==> src/rtl/crossbar_pkg.sv <==
// ============================================================================
// crossbar_pkg
// Shared constants and helpers for the 2x2 crossbar.
// Optional feature macro used by the crossbar: CROSSBAR_CONFLICT_DET_EN
// Revision: 1.0
// ============================================================================
`default_nettype none

package crossbar_pkg;

  localparam int NUM_MASTERS = 2;
  localparam int NUM_SLAVES  = 2;
  localparam int SEL_W       = 1;

  // Response encodings
  localparam logic [1:0] OKAY   = 2'd0;
  localparam logic [1:0] SLVERR = 2'd2;

  // True when both sources are enabled toward the same destination index.
  function automatic logic both_target(input logic             en0,
                                       input logic [SEL_W-1:0] sel0,
                                       input logic             en1,
                                       input logic [SEL_W-1:0] sel1,
                                       input int               dst);
    return en0 && en1 && (int'(sel0) == dst) && (int'(sel1) == dst);
  endfunction

endpackage

`default_nettype wire

==> src/rtl/crossbar_2x2_if.sv <==
// ============================================================================
// crossbar_2x2_if
// One AXI-style port (AW, W, AR requests; B, R responses).
// 'master' drives requests, 'slave' drives responses and request readies.
// Revision: 1.0
// ============================================================================
`default_nettype none

interface crossbar_2x2_if #(
  parameter int BUS_WIDTH  = 32,
  parameter int ID_WIDTH   = 4,
  parameter int ADDR_WIDTH = 32
);

  logic [ID_WIDTH-1:0]   AWID;
  logic [ADDR_WIDTH-1:0] AWADDR;
  logic                  AWVALID;
  logic                  AWREADY;

  logic [BUS_WIDTH-1:0]  WDATA;
  logic                  WVALID;
  logic                  WREADY;

  logic [ID_WIDTH-1:0]   ARID;
  logic [ADDR_WIDTH-1:0] ARADDR;
  logic                  ARVALID;
  logic                  ARREADY;

  logic [ID_WIDTH-1:0]   BID;
  logic [1:0]            BRESP;
  logic                  BVALID;
  logic                  BREADY;

  logic [ID_WIDTH-1:0]   RID;
  logic [BUS_WIDTH-1:0]  RDATA;
  logic [1:0]            RRESP;
  logic                  RVALID;
  logic                  RREADY;

  modport master (
    output AWID, AWADDR, AWVALID, input AWREADY,
    output WDATA, WVALID,         input WREADY,
    output ARID, ARADDR, ARVALID, input ARREADY,
    input  BID, BRESP, BVALID,    output BREADY,
    input  RID, RDATA, RRESP, RVALID, output RREADY
  );

  modport slave (
    input  AWID, AWADDR, AWVALID, output AWREADY,
    input  WDATA, WVALID,         output WREADY,
    input  ARID, ARADDR, ARVALID, output ARREADY,
    output BID, BRESP, BVALID,    input BREADY,
    output RID, RDATA, RRESP, RVALID, input RREADY
  );

endinterface

`default_nettype wire

==> src/rtl/xbar_chan_mux.sv <==
// ============================================================================
// xbar_chan_mux
// Generic 2-source / 2-destination channel mux, fixed priority (source 0
// wins), purely combinational, outputs held at zero while reset is low.
// Revision: 1.0
// ============================================================================
`default_nettype none

module xbar_chan_mux
  import crossbar_pkg::*;
#(
  parameter int W = 8
) (
  input  logic                              rst_ni,
  input  logic [NUM_MASTERS-1:0][W-1:0]     src_data_i,
  input  logic [NUM_MASTERS-1:0]            src_valid_i,
  input  logic [NUM_MASTERS-1:0]            src_en_i,
  input  logic [NUM_MASTERS-1:0][SEL_W-1:0] src_sel_i,
  output logic [NUM_MASTERS-1:0]            src_ready_o,
  output logic [NUM_SLAVES-1:0][W-1:0]      dst_data_o,
  output logic [NUM_SLAVES-1:0]             dst_valid_o,
  input  logic [NUM_SLAVES-1:0]             dst_ready_i
);

  // Per destination: source 0 first, then source 1; losers and unrouted
  // sources keep ready low, unrouted destinations stay all-zero.
  always_comb begin
    dst_data_o  = '0;
    dst_valid_o = '0;
    src_ready_o = '0;
    if (rst_ni) begin
      for (int d = 0; d < NUM_SLAVES; d++) begin
        if (src_en_i[0] && (int'(src_sel_i[0]) == d)) begin
          dst_data_o[d]  = src_data_i[0];
          dst_valid_o[d] = src_valid_i[0];
          src_ready_o[0] = dst_ready_i[d];
        end else if (src_en_i[1] && (int'(src_sel_i[1]) == d)) begin
          dst_data_o[d]  = src_data_i[1];
          dst_valid_o[d] = src_valid_i[1];
          src_ready_o[1] = dst_ready_i[d];
        end
      end
    end
  end

endmodule

`default_nettype wire

==> src/rtl/crossbar_2x2.sv <==
// ============================================================================
// crossbar_2x2
// 2-master / 2-slave combinational crossbar with externally supplied routes.
// Optional macro CROSSBAR_CONFLICT_DET_EN adds sticky per-slave conflict flags.
// Revision: 1.0
// ============================================================================
`default_nettype none

module crossbar_2x2
  import crossbar_pkg::*;
#(
  parameter int BUS_WIDTH  = 32,
  parameter int ID_WIDTH   = 4,
  parameter int ADDR_WIDTH = 32
) (
  input  logic             ACLK,
  input  logic             ARESETn,
  crossbar_2x2_if.slave    M0,
  crossbar_2x2_if.slave    M1,
  crossbar_2x2_if.master   S0,
  crossbar_2x2_if.master   S1,
  input  logic [SEL_W-1:0] M0_write_addr_sel,
  input  logic             M0_write_addr_en,
  input  logic [SEL_W-1:0] M0_write_data_sel,
  input  logic             M0_write_data_en,
  input  logic [SEL_W-1:0] M0_read_addr_sel,
  input  logic             M0_read_addr_en,
  input  logic [SEL_W-1:0] M1_write_addr_sel,
  input  logic             M1_write_addr_en,
  input  logic [SEL_W-1:0] M1_write_data_sel,
  input  logic             M1_write_data_en,
  input  logic [SEL_W-1:0] M1_read_addr_sel,
  input  logic             M1_read_addr_en,
  input  logic [SEL_W-1:0] S0_write_resp_sel,
  input  logic             S0_write_resp_en,
  input  logic [SEL_W-1:0] S0_read_data_sel,
  input  logic             S0_read_data_en,
  input  logic [SEL_W-1:0] S1_write_resp_sel,
  input  logic             S1_write_resp_en,
  input  logic [SEL_W-1:0] S1_read_data_sel,
  input  logic             S1_read_data_en
`ifdef CROSSBAR_CONFLICT_DET_EN
  ,
  output logic             S0_conflict,
  output logic             S1_conflict
`endif
);

  localparam int AW_W = ID_WIDTH + ADDR_WIDTH;
  localparam int B_W  = ID_WIDTH + 2;
  localparam int R_W  = ID_WIDTH + BUS_WIDTH + 2;

  // ---------------- AW (master -> slave) ----------------
  logic [1:0][AW_W-1:0]  w_aw_src, w_aw_dst;
  logic [1:0][SEL_W-1:0] w_aw_sel;
  logic [1:0]            w_aw_ready;

  assign w_aw_src = {{M1.AWID, M1.AWADDR}, {M0.AWID, M0.AWADDR}};
  assign w_aw_sel = {M1_write_addr_sel, M0_write_addr_sel};
  assign {S0.AWID, S0.AWADDR} = w_aw_dst[0];
  assign {S1.AWID, S1.AWADDR} = w_aw_dst[1];
  assign M0.AWREADY = w_aw_ready[0];
  assign M1.AWREADY = w_aw_ready[1];

  xbar_chan_mux #(.W(AW_W)) u_aw (
    .rst_ni      (ARESETn),
    .src_data_i  (w_aw_src),
    .src_valid_i ({M1.AWVALID, M0.AWVALID}),
    .src_en_i    ({M1_write_addr_en, M0_write_addr_en}),
    .src_sel_i   (w_aw_sel),
    .src_ready_o (w_aw_ready),
    .dst_data_o  (w_aw_dst),
    .dst_valid_o ({S1.AWVALID, S0.AWVALID}),
    .dst_ready_i ({S1.AWREADY, S0.AWREADY})
  );

  // ---------------- W (master -> slave) ----------------
  logic [1:0][BUS_WIDTH-1:0] w_w_src, w_w_dst;
  logic [1:0][SEL_W-1:0]     w_w_sel;
  logic [1:0]                w_w_ready;

  assign w_w_src  = {M1.WDATA, M0.WDATA};
  assign w_w_sel  = {M1_write_data_sel, M0_write_data_sel};
  assign S0.WDATA = w_w_dst[0];
  assign S1.WDATA = w_w_dst[1];
  assign M0.WREADY = w_w_ready[0];
  assign M1.WREADY = w_w_ready[1];

  xbar_chan_mux #(.W(BUS_WIDTH)) u_w (
    .rst_ni      (ARESETn),
    .src_data_i  (w_w_src),
    .src_valid_i ({M1.WVALID, M0.WVALID}),
    .src_en_i    ({M1_write_data_en, M0_write_data_en}),
    .src_sel_i   (w_w_sel),
    .src_ready_o (w_w_ready),
    .dst_data_o  (w_w_dst),
    .dst_valid_o ({S1.WVALID, S0.WVALID}),
    .dst_ready_i ({S1.WREADY, S0.WREADY})
  );

  // ---------------- AR (master -> slave) ----------------
  logic [1:0][AW_W-1:0]  w_ar_src, w_ar_dst;
  logic [1:0][SEL_W-1:0] w_ar_sel;
  logic [1:0]            w_ar_ready;

  assign w_ar_src = {{M1.ARID, M1.ARADDR}, {M0.ARID, M0.ARADDR}};
  assign w_ar_sel = {M1_read_addr_sel, M0_read_addr_sel};
  assign {S0.ARID, S0.ARADDR} = w_ar_dst[0];
  assign {S1.ARID, S1.ARADDR} = w_ar_dst[1];
  assign M0.ARREADY = w_ar_ready[0];
  assign M1.ARREADY = w_ar_ready[1];

  xbar_chan_mux #(.W(AW_W)) u_ar (
    .rst_ni      (ARESETn),
    .src_data_i  (w_ar_src),
    .src_valid_i ({M1.ARVALID, M0.ARVALID}),
    .src_en_i    ({M1_read_addr_en, M0_read_addr_en}),
    .src_sel_i   (w_ar_sel),
    .src_ready_o (w_ar_ready),
    .dst_data_o  (w_ar_dst),
    .dst_valid_o ({S1.ARVALID, S0.ARVALID}),
    .dst_ready_i ({S1.ARREADY, S0.ARREADY})
  );

  // ---------------- B (slave -> master) ----------------
  logic [1:0][B_W-1:0]   w_b_src, w_b_dst;
  logic [1:0][SEL_W-1:0] w_b_sel;
  logic [1:0]            w_b_ready;

  assign w_b_src = {{S1.BID, S1.BRESP}, {S0.BID, S0.BRESP}};
  assign w_b_sel = {S1_write_resp_sel, S0_write_resp_sel};
  assign {M0.BID, M0.BRESP} = w_b_dst[0];
  assign {M1.BID, M1.BRESP} = w_b_dst[1];
  assign S0.BREADY = w_b_ready[0];
  assign S1.BREADY = w_b_ready[1];

  xbar_chan_mux #(.W(B_W)) u_b (
    .rst_ni      (ARESETn),
    .src_data_i  (w_b_src),
    .src_valid_i ({S1.BVALID, S0.BVALID}),
    .src_en_i    ({S1_write_resp_en, S0_write_resp_en}),
    .src_sel_i   (w_b_sel),
    .src_ready_o (w_b_ready),
    .dst_data_o  (w_b_dst),
    .dst_valid_o ({M1.BVALID, M0.BVALID}),
    .dst_ready_i ({M1.BREADY, M0.BREADY})
  );

  // ---------------- R (slave -> master) ----------------
  logic [1:0][R_W-1:0]   w_r_src, w_r_dst;
  logic [1:0][SEL_W-1:0] w_r_sel;
  logic [1:0]            w_r_ready;

  assign w_r_src = {{S1.RID, S1.RDATA, S1.RRESP}, {S0.RID, S0.RDATA, S0.RRESP}};
  assign w_r_sel = {S1_read_data_sel, S0_read_data_sel};
  assign {M0.RID, M0.RDATA, M0.RRESP} = w_r_dst[0];
  assign {M1.RID, M1.RDATA, M1.RRESP} = w_r_dst[1];
  assign S0.RREADY = w_r_ready[0];
  assign S1.RREADY = w_r_ready[1];

  xbar_chan_mux #(.W(R_W)) u_r (
    .rst_ni      (ARESETn),
    .src_data_i  (w_r_src),
    .src_valid_i ({S1.RVALID, S0.RVALID}),
    .src_en_i    ({S1_read_data_en, S0_read_data_en}),
    .src_sel_i   (w_r_sel),
    .src_ready_o (w_r_ready),
    .dst_data_o  (w_r_dst),
    .dst_valid_o ({M1.RVALID, M0.RVALID}),
    .dst_ready_i ({M1.RREADY, M0.RREADY})
  );

`ifdef CROSSBAR_CONFLICT_DET_EN
  logic [NUM_SLAVES-1:0] conflict_q, conflict_d;

  // Next state: a slave's flag latches once both masters aim any request
  // channel at it; only reset clears it.
  always_comb begin
    conflict_d = conflict_q;
    for (int j = 0; j < NUM_SLAVES; j++) begin
      if (both_target(M0_write_addr_en, M0_write_addr_sel,
                      M1_write_addr_en, M1_write_addr_sel, j) ||
          both_target(M0_write_data_en, M0_write_data_sel,
                      M1_write_data_en, M1_write_data_sel, j) ||
          both_target(M0_read_addr_en,  M0_read_addr_sel,
                      M1_read_addr_en,  M1_read_addr_sel,  j)) begin
        conflict_d[j] = 1'b1;
      end
    end
  end

  // Sticky conflict flag register, asynchronously cleared.
  always_ff @(posedge ACLK or negedge ARESETn) begin
    if (!ARESETn) begin
      conflict_q <= '0;
    end else begin
      conflict_q <= conflict_d;
    end
  end

  assign S0_conflict = conflict_q[0];
  assign S1_conflict = conflict_q[1];
`else
  // Without conflict detection the crossbar holds no state; the clock is
  // intentionally unused.
  logic w_unused_aclk;
  assign w_unused_aclk = ACLK;
`endif

endmodule

`default_nettype wire

==> src/flat_wrapper.sv <==
// flat-port wrapper written by rule: the top's interface ports become plain ports
module crossbar_2x2_flat import crossbar_pkg::*;
#(
  parameter int BUS_WIDTH  = 32,
  parameter int ID_WIDTH   = 4,
  parameter int ADDR_WIDTH = 32
)
  (ACLK, ARESETn, M0_write_addr_sel, M0_write_addr_en, M0_write_data_sel, M0_write_data_en, M0_read_addr_sel, M0_read_addr_en, M1_write_addr_sel, M1_write_addr_en, M1_write_data_sel, M1_write_data_en, M1_read_addr_sel, M1_read_addr_en, S0_write_resp_sel, S0_write_resp_en, S0_read_data_sel, S0_read_data_en, S1_write_resp_sel, S1_write_resp_en, S1_read_data_sel, S1_read_data_en, M0_AWID, M0_AWADDR, M0_AWVALID, M0_AWREADY, M0_WDATA, M0_WVALID, M0_WREADY, M0_ARID, M0_ARADDR, M0_ARVALID, M0_ARREADY, M0_BID, M0_BRESP, M0_BVALID, M0_BREADY, M0_RID, M0_RDATA, M0_RRESP, M0_RVALID, M0_RREADY, M1_AWID, M1_AWADDR, M1_AWVALID, M1_AWREADY, M1_WDATA, M1_WVALID, M1_WREADY, M1_ARID, M1_ARADDR, M1_ARVALID, M1_ARREADY, M1_BID, M1_BRESP, M1_BVALID, M1_BREADY, M1_RID, M1_RDATA, M1_RRESP, M1_RVALID, M1_RREADY, S0_AWID, S0_AWADDR, S0_AWVALID, S0_AWREADY, S0_WDATA, S0_WVALID, S0_WREADY, S0_ARID, S0_ARADDR, S0_ARVALID, S0_ARREADY, S0_BID, S0_BRESP, S0_BVALID, S0_BREADY, S0_RID, S0_RDATA, S0_RRESP, S0_RVALID, S0_RREADY, S1_AWID, S1_AWADDR, S1_AWVALID, S1_AWREADY, S1_WDATA, S1_WVALID, S1_WREADY, S1_ARID, S1_ARADDR, S1_ARVALID, S1_ARREADY, S1_BID, S1_BRESP, S1_BVALID, S1_BREADY, S1_RID, S1_RDATA, S1_RRESP, S1_RVALID, S1_RREADY);
  crossbar_2x2_if #(.BUS_WIDTH(BUS_WIDTH), .ID_WIDTH(ID_WIDTH), .ADDR_WIDTH(ADDR_WIDTH)) M0_i ();
  crossbar_2x2_if #(.BUS_WIDTH(BUS_WIDTH), .ID_WIDTH(ID_WIDTH), .ADDR_WIDTH(ADDR_WIDTH)) M1_i ();
  crossbar_2x2_if #(.BUS_WIDTH(BUS_WIDTH), .ID_WIDTH(ID_WIDTH), .ADDR_WIDTH(ADDR_WIDTH)) S0_i ();
  crossbar_2x2_if #(.BUS_WIDTH(BUS_WIDTH), .ID_WIDTH(ID_WIDTH), .ADDR_WIDTH(ADDR_WIDTH)) S1_i ();
  input  logic ACLK;
  input  logic ARESETn;
  input  logic [SEL_W-1:0] M0_write_addr_sel;
  input  logic M0_write_addr_en;
  input  logic [SEL_W-1:0] M0_write_data_sel;
  input  logic M0_write_data_en;
  input  logic [SEL_W-1:0] M0_read_addr_sel;
  input  logic M0_read_addr_en;
  input  logic [SEL_W-1:0] M1_write_addr_sel;
  input  logic M1_write_addr_en;
  input  logic [SEL_W-1:0] M1_write_data_sel;
  input  logic M1_write_data_en;
  input  logic [SEL_W-1:0] M1_read_addr_sel;
  input  logic M1_read_addr_en;
  input  logic [SEL_W-1:0] S0_write_resp_sel;
  input  logic S0_write_resp_en;
  input  logic [SEL_W-1:0] S0_read_data_sel;
  input  logic S0_read_data_en;
  input  logic [SEL_W-1:0] S1_write_resp_sel;
  input  logic S1_write_resp_en;
  input  logic [SEL_W-1:0] S1_read_data_sel;
  input  logic S1_read_data_en;
  input wire logic [$bits(M0_i.AWID)-1:0] M0_AWID;
  input wire logic [$bits(M0_i.AWADDR)-1:0] M0_AWADDR;
  input wire logic [$bits(M0_i.AWVALID)-1:0] M0_AWVALID;
  output wire logic [$bits(M0_i.AWREADY)-1:0] M0_AWREADY;
  input wire logic [$bits(M0_i.WDATA)-1:0] M0_WDATA;
  input wire logic [$bits(M0_i.WVALID)-1:0] M0_WVALID;
  output wire logic [$bits(M0_i.WREADY)-1:0] M0_WREADY;
  input wire logic [$bits(M0_i.ARID)-1:0] M0_ARID;
  input wire logic [$bits(M0_i.ARADDR)-1:0] M0_ARADDR;
  input wire logic [$bits(M0_i.ARVALID)-1:0] M0_ARVALID;
  output wire logic [$bits(M0_i.ARREADY)-1:0] M0_ARREADY;
  output wire logic [$bits(M0_i.BID)-1:0] M0_BID;
  output wire logic [$bits(M0_i.BRESP)-1:0] M0_BRESP;
  output wire logic [$bits(M0_i.BVALID)-1:0] M0_BVALID;
  input wire logic [$bits(M0_i.BREADY)-1:0] M0_BREADY;
  output wire logic [$bits(M0_i.RID)-1:0] M0_RID;
  output wire logic [$bits(M0_i.RDATA)-1:0] M0_RDATA;
  output wire logic [$bits(M0_i.RRESP)-1:0] M0_RRESP;
  output wire logic [$bits(M0_i.RVALID)-1:0] M0_RVALID;
  input wire logic [$bits(M0_i.RREADY)-1:0] M0_RREADY;
  input wire logic [$bits(M1_i.AWID)-1:0] M1_AWID;
  input wire logic [$bits(M1_i.AWADDR)-1:0] M1_AWADDR;
  input wire logic [$bits(M1_i.AWVALID)-1:0] M1_AWVALID;
  output wire logic [$bits(M1_i.AWREADY)-1:0] M1_AWREADY;
  input wire logic [$bits(M1_i.WDATA)-1:0] M1_WDATA;
  input wire logic [$bits(M1_i.WVALID)-1:0] M1_WVALID;
  output wire logic [$bits(M1_i.WREADY)-1:0] M1_WREADY;
  input wire logic [$bits(M1_i.ARID)-1:0] M1_ARID;
  input wire logic [$bits(M1_i.ARADDR)-1:0] M1_ARADDR;
  input wire logic [$bits(M1_i.ARVALID)-1:0] M1_ARVALID;
  output wire logic [$bits(M1_i.ARREADY)-1:0] M1_ARREADY;
  output wire logic [$bits(M1_i.BID)-1:0] M1_BID;
  output wire logic [$bits(M1_i.BRESP)-1:0] M1_BRESP;
  output wire logic [$bits(M1_i.BVALID)-1:0] M1_BVALID;
  input wire logic [$bits(M1_i.BREADY)-1:0] M1_BREADY;
  output wire logic [$bits(M1_i.RID)-1:0] M1_RID;
  output wire logic [$bits(M1_i.RDATA)-1:0] M1_RDATA;
  output wire logic [$bits(M1_i.RRESP)-1:0] M1_RRESP;
  output wire logic [$bits(M1_i.RVALID)-1:0] M1_RVALID;
  input wire logic [$bits(M1_i.RREADY)-1:0] M1_RREADY;
  output wire logic [$bits(S0_i.AWID)-1:0] S0_AWID;
  output wire logic [$bits(S0_i.AWADDR)-1:0] S0_AWADDR;
  output wire logic [$bits(S0_i.AWVALID)-1:0] S0_AWVALID;
  input wire logic [$bits(S0_i.AWREADY)-1:0] S0_AWREADY;
  output wire logic [$bits(S0_i.WDATA)-1:0] S0_WDATA;
  output wire logic [$bits(S0_i.WVALID)-1:0] S0_WVALID;
  input wire logic [$bits(S0_i.WREADY)-1:0] S0_WREADY;
  output wire logic [$bits(S0_i.ARID)-1:0] S0_ARID;
  output wire logic [$bits(S0_i.ARADDR)-1:0] S0_ARADDR;
  output wire logic [$bits(S0_i.ARVALID)-1:0] S0_ARVALID;
  input wire logic [$bits(S0_i.ARREADY)-1:0] S0_ARREADY;
  input wire logic [$bits(S0_i.BID)-1:0] S0_BID;
  input wire logic [$bits(S0_i.BRESP)-1:0] S0_BRESP;
  input wire logic [$bits(S0_i.BVALID)-1:0] S0_BVALID;
  output wire logic [$bits(S0_i.BREADY)-1:0] S0_BREADY;
  input wire logic [$bits(S0_i.RID)-1:0] S0_RID;
  input wire logic [$bits(S0_i.RDATA)-1:0] S0_RDATA;
  input wire logic [$bits(S0_i.RRESP)-1:0] S0_RRESP;
  input wire logic [$bits(S0_i.RVALID)-1:0] S0_RVALID;
  output wire logic [$bits(S0_i.RREADY)-1:0] S0_RREADY;
  output wire logic [$bits(S1_i.AWID)-1:0] S1_AWID;
  output wire logic [$bits(S1_i.AWADDR)-1:0] S1_AWADDR;
  output wire logic [$bits(S1_i.AWVALID)-1:0] S1_AWVALID;
  input wire logic [$bits(S1_i.AWREADY)-1:0] S1_AWREADY;
  output wire logic [$bits(S1_i.WDATA)-1:0] S1_WDATA;
  output wire logic [$bits(S1_i.WVALID)-1:0] S1_WVALID;
  input wire logic [$bits(S1_i.WREADY)-1:0] S1_WREADY;
  output wire logic [$bits(S1_i.ARID)-1:0] S1_ARID;
  output wire logic [$bits(S1_i.ARADDR)-1:0] S1_ARADDR;
  output wire logic [$bits(S1_i.ARVALID)-1:0] S1_ARVALID;
  input wire logic [$bits(S1_i.ARREADY)-1:0] S1_ARREADY;
  input wire logic [$bits(S1_i.BID)-1:0] S1_BID;
  input wire logic [$bits(S1_i.BRESP)-1:0] S1_BRESP;
  input wire logic [$bits(S1_i.BVALID)-1:0] S1_BVALID;
  output wire logic [$bits(S1_i.BREADY)-1:0] S1_BREADY;
  input wire logic [$bits(S1_i.RID)-1:0] S1_RID;
  input wire logic [$bits(S1_i.RDATA)-1:0] S1_RDATA;
  input wire logic [$bits(S1_i.RRESP)-1:0] S1_RRESP;
  input wire logic [$bits(S1_i.RVALID)-1:0] S1_RVALID;
  output wire logic [$bits(S1_i.RREADY)-1:0] S1_RREADY;
  assign M0_i.AWID = M0_AWID;
  assign M0_i.AWADDR = M0_AWADDR;
  assign M0_i.AWVALID = M0_AWVALID;
  assign M0_AWREADY = M0_i.AWREADY;
  assign M0_i.WDATA = M0_WDATA;
  assign M0_i.WVALID = M0_WVALID;
  assign M0_WREADY = M0_i.WREADY;
  assign M0_i.ARID = M0_ARID;
  assign M0_i.ARADDR = M0_ARADDR;
  assign M0_i.ARVALID = M0_ARVALID;
  assign M0_ARREADY = M0_i.ARREADY;
  assign M0_BID = M0_i.BID;
  assign M0_BRESP = M0_i.BRESP;
  assign M0_BVALID = M0_i.BVALID;
  assign M0_i.BREADY = M0_BREADY;
  assign M0_RID = M0_i.RID;
  assign M0_RDATA = M0_i.RDATA;
  assign M0_RRESP = M0_i.RRESP;
  assign M0_RVALID = M0_i.RVALID;
  assign M0_i.RREADY = M0_RREADY;
  assign M1_i.AWID = M1_AWID;
  assign M1_i.AWADDR = M1_AWADDR;
  assign M1_i.AWVALID = M1_AWVALID;
  assign M1_AWREADY = M1_i.AWREADY;
  assign M1_i.WDATA = M1_WDATA;
  assign M1_i.WVALID = M1_WVALID;
  assign M1_WREADY = M1_i.WREADY;
  assign M1_i.ARID = M1_ARID;
  assign M1_i.ARADDR = M1_ARADDR;
  assign M1_i.ARVALID = M1_ARVALID;
  assign M1_ARREADY = M1_i.ARREADY;
  assign M1_BID = M1_i.BID;
  assign M1_BRESP = M1_i.BRESP;
  assign M1_BVALID = M1_i.BVALID;
  assign M1_i.BREADY = M1_BREADY;
  assign M1_RID = M1_i.RID;
  assign M1_RDATA = M1_i.RDATA;
  assign M1_RRESP = M1_i.RRESP;
  assign M1_RVALID = M1_i.RVALID;
  assign M1_i.RREADY = M1_RREADY;
  assign S0_AWID = S0_i.AWID;
  assign S0_AWADDR = S0_i.AWADDR;
  assign S0_AWVALID = S0_i.AWVALID;
  assign S0_i.AWREADY = S0_AWREADY;
  assign S0_WDATA = S0_i.WDATA;
  assign S0_WVALID = S0_i.WVALID;
  assign S0_i.WREADY = S0_WREADY;
  assign S0_ARID = S0_i.ARID;
  assign S0_ARADDR = S0_i.ARADDR;
  assign S0_ARVALID = S0_i.ARVALID;
  assign S0_i.ARREADY = S0_ARREADY;
  assign S0_i.BID = S0_BID;
  assign S0_i.BRESP = S0_BRESP;
  assign S0_i.BVALID = S0_BVALID;
  assign S0_BREADY = S0_i.BREADY;
  assign S0_i.RID = S0_RID;
  assign S0_i.RDATA = S0_RDATA;
  assign S0_i.RRESP = S0_RRESP;
  assign S0_i.RVALID = S0_RVALID;
  assign S0_RREADY = S0_i.RREADY;
  assign S1_AWID = S1_i.AWID;
  assign S1_AWADDR = S1_i.AWADDR;
  assign S1_AWVALID = S1_i.AWVALID;
  assign S1_i.AWREADY = S1_AWREADY;
  assign S1_WDATA = S1_i.WDATA;
  assign S1_WVALID = S1_i.WVALID;
  assign S1_i.WREADY = S1_WREADY;
  assign S1_ARID = S1_i.ARID;
  assign S1_ARADDR = S1_i.ARADDR;
  assign S1_ARVALID = S1_i.ARVALID;
  assign S1_i.ARREADY = S1_ARREADY;
  assign S1_i.BID = S1_BID;
  assign S1_i.BRESP = S1_BRESP;
  assign S1_i.BVALID = S1_BVALID;
  assign S1_BREADY = S1_i.BREADY;
  assign S1_i.RID = S1_RID;
  assign S1_i.RDATA = S1_RDATA;
  assign S1_i.RRESP = S1_RRESP;
  assign S1_i.RVALID = S1_RVALID;
  assign S1_RREADY = S1_i.RREADY;
  crossbar_2x2 #(.BUS_WIDTH(BUS_WIDTH), .ID_WIDTH(ID_WIDTH), .ADDR_WIDTH(ADDR_WIDTH)) u_core (.ACLK(ACLK), .ARESETn(ARESETn), .M0(M0_i), .M1(M1_i), .S0(S0_i), .S1(S1_i), .M0_write_addr_sel(M0_write_addr_sel), .M0_write_addr_en(M0_write_addr_en), .M0_write_data_sel(M0_write_data_sel), .M0_write_data_en(M0_write_data_en), .M0_read_addr_sel(M0_read_addr_sel), .M0_read_addr_en(M0_read_addr_en), .M1_write_addr_sel(M1_write_addr_sel), .M1_write_addr_en(M1_write_addr_en), .M1_write_data_sel(M1_write_data_sel), .M1_write_data_en(M1_write_data_en), .M1_read_addr_sel(M1_read_addr_sel), .M1_read_addr_en(M1_read_addr_en), .S0_write_resp_sel(S0_write_resp_sel), .S0_write_resp_en(S0_write_resp_en), .S0_read_data_sel(S0_read_data_sel), .S0_read_data_en(S0_read_data_en), .S1_write_resp_sel(S1_write_resp_sel), .S1_write_resp_en(S1_write_resp_en), .S1_read_data_sel(S1_read_data_sel), .S1_read_data_en(S1_read_data_en));
endmodule
==> config.mk <==
export PLATFORM = sky130hd
export DESIGN_NAME = crossbar_2x2_flat
export DESIGN_NICKNAME = d
export VERILOG_FILES = /design/src/rtl/crossbar_pkg.sv /design/src/rtl/crossbar_2x2_if.sv /design/src/rtl/xbar_chan_mux.sv /design/src/rtl/crossbar_2x2.sv /design/src/flat_wrapper.sv
export SDC_FILE = /design/constraint.sdc
export NUM_CORES = 1
export LEC_CHECK = 0
export ABC_AREA = 1
export CAP_MARGIN = 40
export CORE_AREA = 2 2 258 260
export DETAILED_ROUTE_END_ITERATION = 8
export DIE_AREA = 0 0 260 262
export MAX_ROUTING_LAYER = met4
export PLACE_DENSITY = 0.39
export SLEW_MARGIN = 20
export SYNTH_ARGS = -nofsm -noshare
export SYNTH_HDL_FRONTEND = slang
export SYNTH_HIERARCHICAL = 1
export SYNTH_SLANG_ARGS = --single-unit
==> constraint.sdc <==
create_clock -name vclk -period 1.3
set_input_delay 0.325 -clock vclk [all_inputs]
set_output_delay 0.325 -clock vclk [all_outputs]
set_load 0.005 [all_outputs]
Met1 routing:
Scale: 2 px per µm. Supply wires on this layer in gray.
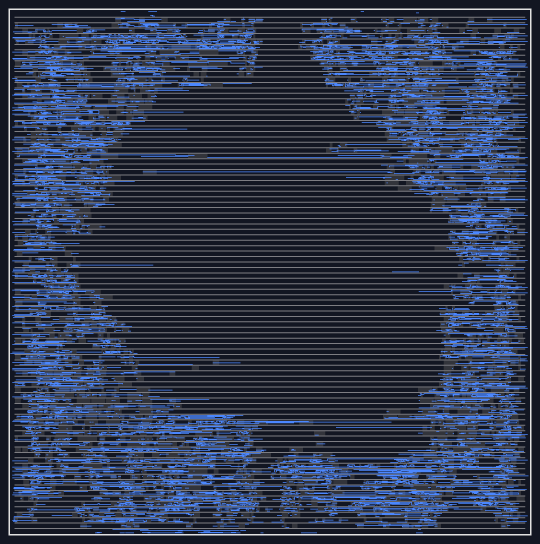
share of all routed wire	39%
wire length on this layer	24.1 mm
main direction	horizontal
nets with wire on the layer	2413
DR vias: 14063
WL final: 62.2 mm

M2 wires:
Scale: 2 px per µm.
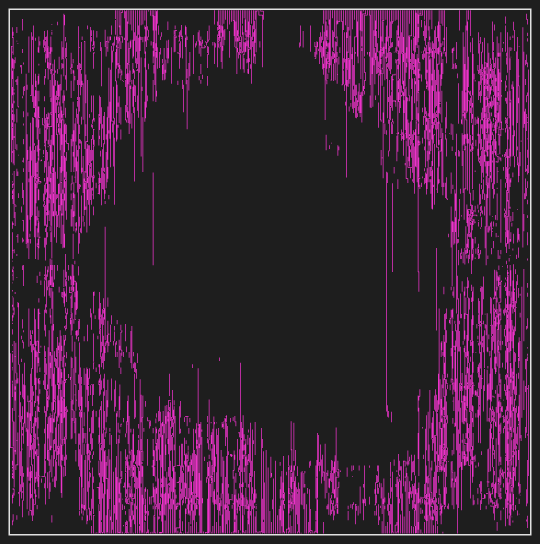
longest straight run	120 µm
nets with wire on the layer	2414
wire length on this layer	31.8 mm
share of all routed wire	51%
main direction	vertical
met2 Use GR: 30.1%

Metal 3:
Scale: 2 px per µm.
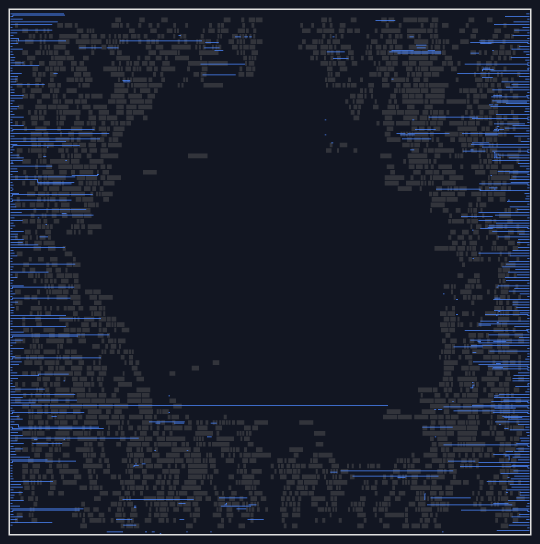
wire length on this layer	5170 µm
main direction	horizontal
longest straight run	188 µm
share of all routed wire	8.3%
routing usage on met3: 4.22%

M4 wires:
Scale: 1.5 px per µm. Supply wires on this layer in gray.
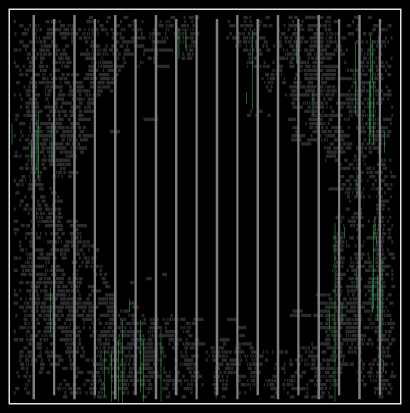
longest straight run	119 µm
nets with wire on the layer	36
share of all routed wire	1.9%

==> Changelog: implementation <==
### Implementation results

* Flop count at 0
* Worst Path Required at 0.98 ns
* Total power at 6.97 mW
* Mapped cell area at 6520 µm²
* Die Y at 262 µm
* Post-route DRC at 0
* Placed Instances at 3008
* Maximum Capacitance Violations at 0
* Fmax at 620 MHz
* Endpoint class of the critical path: primary output
* Chip Area, Yosys at 6520 µm²
* Chip area at 68100 µm²
* Crit start category: primary input
* RePlAce Congestion at 0.929
* # Cells Yosys at 1474
* Layout area overhead at 222%
* Layout Utilization at 32.2%
* Cell Count, Final, Fillers Out at 3256
* Unique cell types at 20
* Number of fill cells at 7096
* Register area at 0 µm²
* Syn Area/Cell at 4.42 µm²
* Total GRT Usage at 16.8%
* Hold Crit Depth at 4
* PwrDens at 332 nW/µm²
* Slew Limit Headroom at 80.4%
* Post-Synthesis Cells at 1474
* Hold EP: M0_RDATA[8]
* Final worst setup slack at -0.314 ns
* Top Ports at 654
* Final setup fails at 316
* Endpoints failing hold at 0
* Clock buf count at 0
* Layout cells sized above 1 at 59.2%
* Failing checks: negative setup slack
* Dpl ws at -1.27 ns
* Top-area cell share at 27.8%
* Logic cell area at 8760 µm²
* Critical Path AT at 1.29 ns
* Crit path max fanout at 6
* Synth top area cells: nand2_1 28%, nor2_1 19%, nand3_1 13%, a21oi_1 11%, buf_2 5.6%
* OpenROAD warnings at 36
* Number of antenna violations at the first check in global routing at 28
* Critical path class: primary input to primary output
* RSZ-0062 raised after global routing: yes
* Vias per inst at 4.32
* Seq share, synth at 0%
* Minimum clock period at 1.61 ns
* Outcome: finished, violations left
* GRT overflow at 0
* Layout Nets at 2708
* Worst hold start: S1_RDATA[8]
* TritonRoute pass-1 iters at 6
* Die Wd at 260 µm
* Core Region at 65300 µm²
* Worst hold path class: primary input to primary output
* Drt initial violations at 645
* Fp util at 9.98%
* Leak pwr at 10.3 nW
* Worst vdd ir at 0.139 mV
* Pin count of the biggest net entering global routing at 30
* Synth warnings at 6
* Vias in the first global route at 13985
* Post-DRT Antenna Nets at 0
* Final worst path period share at 124%
* Global-route wire length before repair at 87.2 mm
* Row count at 94
* Post-synth net total at 1812
* Post-DP HPWL at 40.2 mm
* Yosys top cell by area: nand2_1
* Worst slew pin tran at 0.294 ns
* WL per Instance at 19.1 µm
* Slew Viols, Final at 0
[cell families after synthesis]
family	after synthesis	synth area share, %
AND-OR/OR-AND	311	25.3
AND/OR/NAND/NOR	983	60.4
buffers and inverters	180	14.3
[per-layer routing]
| layer | share of wire, % | vias to the layer above | GRT usage (%) |
|---|---|---|---|
| li1 | - | 6642 | - |
| met1 | 39 | 6718 | 19.0 |
| met2 | 51 | 621 | 30.1 |
| met3 | 8.3 | 82 | 4.22 |
| met4 | 1.9 | 0 | 2.79 |
| met5 | 0 | - | - |
[Yosys cell counts (all sizes together)]
| cell type | count |
|---|---|
| buf | 108 |
| inv | 35 |
| nor2 | 326 |
| or2 | 5 |
| a21oi | 158 |
| nand2 | 489 |
| clkbuf | 37 |
| o21ai | 153 |
| nand3 | 163 |
[cell usage in the layout, fill, tap and decap left out, types with 68 or more instances in the layout]
cell type / count
buf_4: 101
nand2_1: 220
buf_12: 97
nand2_2: 179
buf_6: 120
nand2_4: 77
nor2_1: 240
clkdlybuf4s50_1: 73
dlygate4sd2_1: 197
o21ai_2: 68
nand3_1: 101
buf_2: 297
a21oi_2: 119
[power by group]
part,internal [mW],total (mW),switching [mW]
logic,3.59,6.97,3.39
clock network,0.00000247,0.00000247,0
registers,0,0,0
[area by class of cell]
cell class	count	area share [%]
diodes	24	0.286
inverters	35	1.38
multi-input cells	1294	41.7
well taps	864	5.15
repair buffers	1037	51.4
repair inverters	2	0.113
[per-stage QoR]
| step | hold slack, ns | instance area, µm² | setup TNS (ns) |
|---|---|---|---|
| finish | 1.03 | 21000 | -62.85 |
| global route | 1.05 | 21000 | -76.83 |
| CTS | 1.03 | 18600 | -67.12 |
| detailed placement | 1.45 | 15000 | -344.53 |
| global placement | 1.44 | 15000 | -344.61 |
| floorplan | 0.746 | 6520 | 0 |
[critical path, cell delays in order]
cell and delay [ns]:
buf_12 0.12, clkinv_8 0.04, nand2_8 0.08, buf_12 0.16
buf_12 0.13, buf_4 0.13, o21ai_2 0.12, a21oi_2 0.04
buf_2 0.13
[what timing repair did]
action | CTS | global route
resized | 2286 | 631
gates cloned | 61 | 10
setup buffers | 133 | 62
endpoints found under the setup margin | 316 | 316
hold buffers | 0 | 0
pin swaps | 244 | 238
[worst max-delay path by stage]
stage	cells after the start	from	slack, ns	endpoint
2_1_floorplan	8	S1_read_data_en	0.02	M1_RDATA[10]
3_3_place_gp	6	S1_read_data_en	-1.27	M0_RDATA[10]
3_5_place_dp	6	M1_write_data_en	-1.27	S0_WDATA[10]
4_1_cts	9	M0_read_addr_sel	-0.32	S0_ARADDR[21]
5_1_grt	9	M0_write_addr_sel	-0.36	S0_AWADDR[13]
6_report	9	M0_write_addr_sel	-0.31	S0_AWADDR[0]
Power and IR drop assume default switching activity.
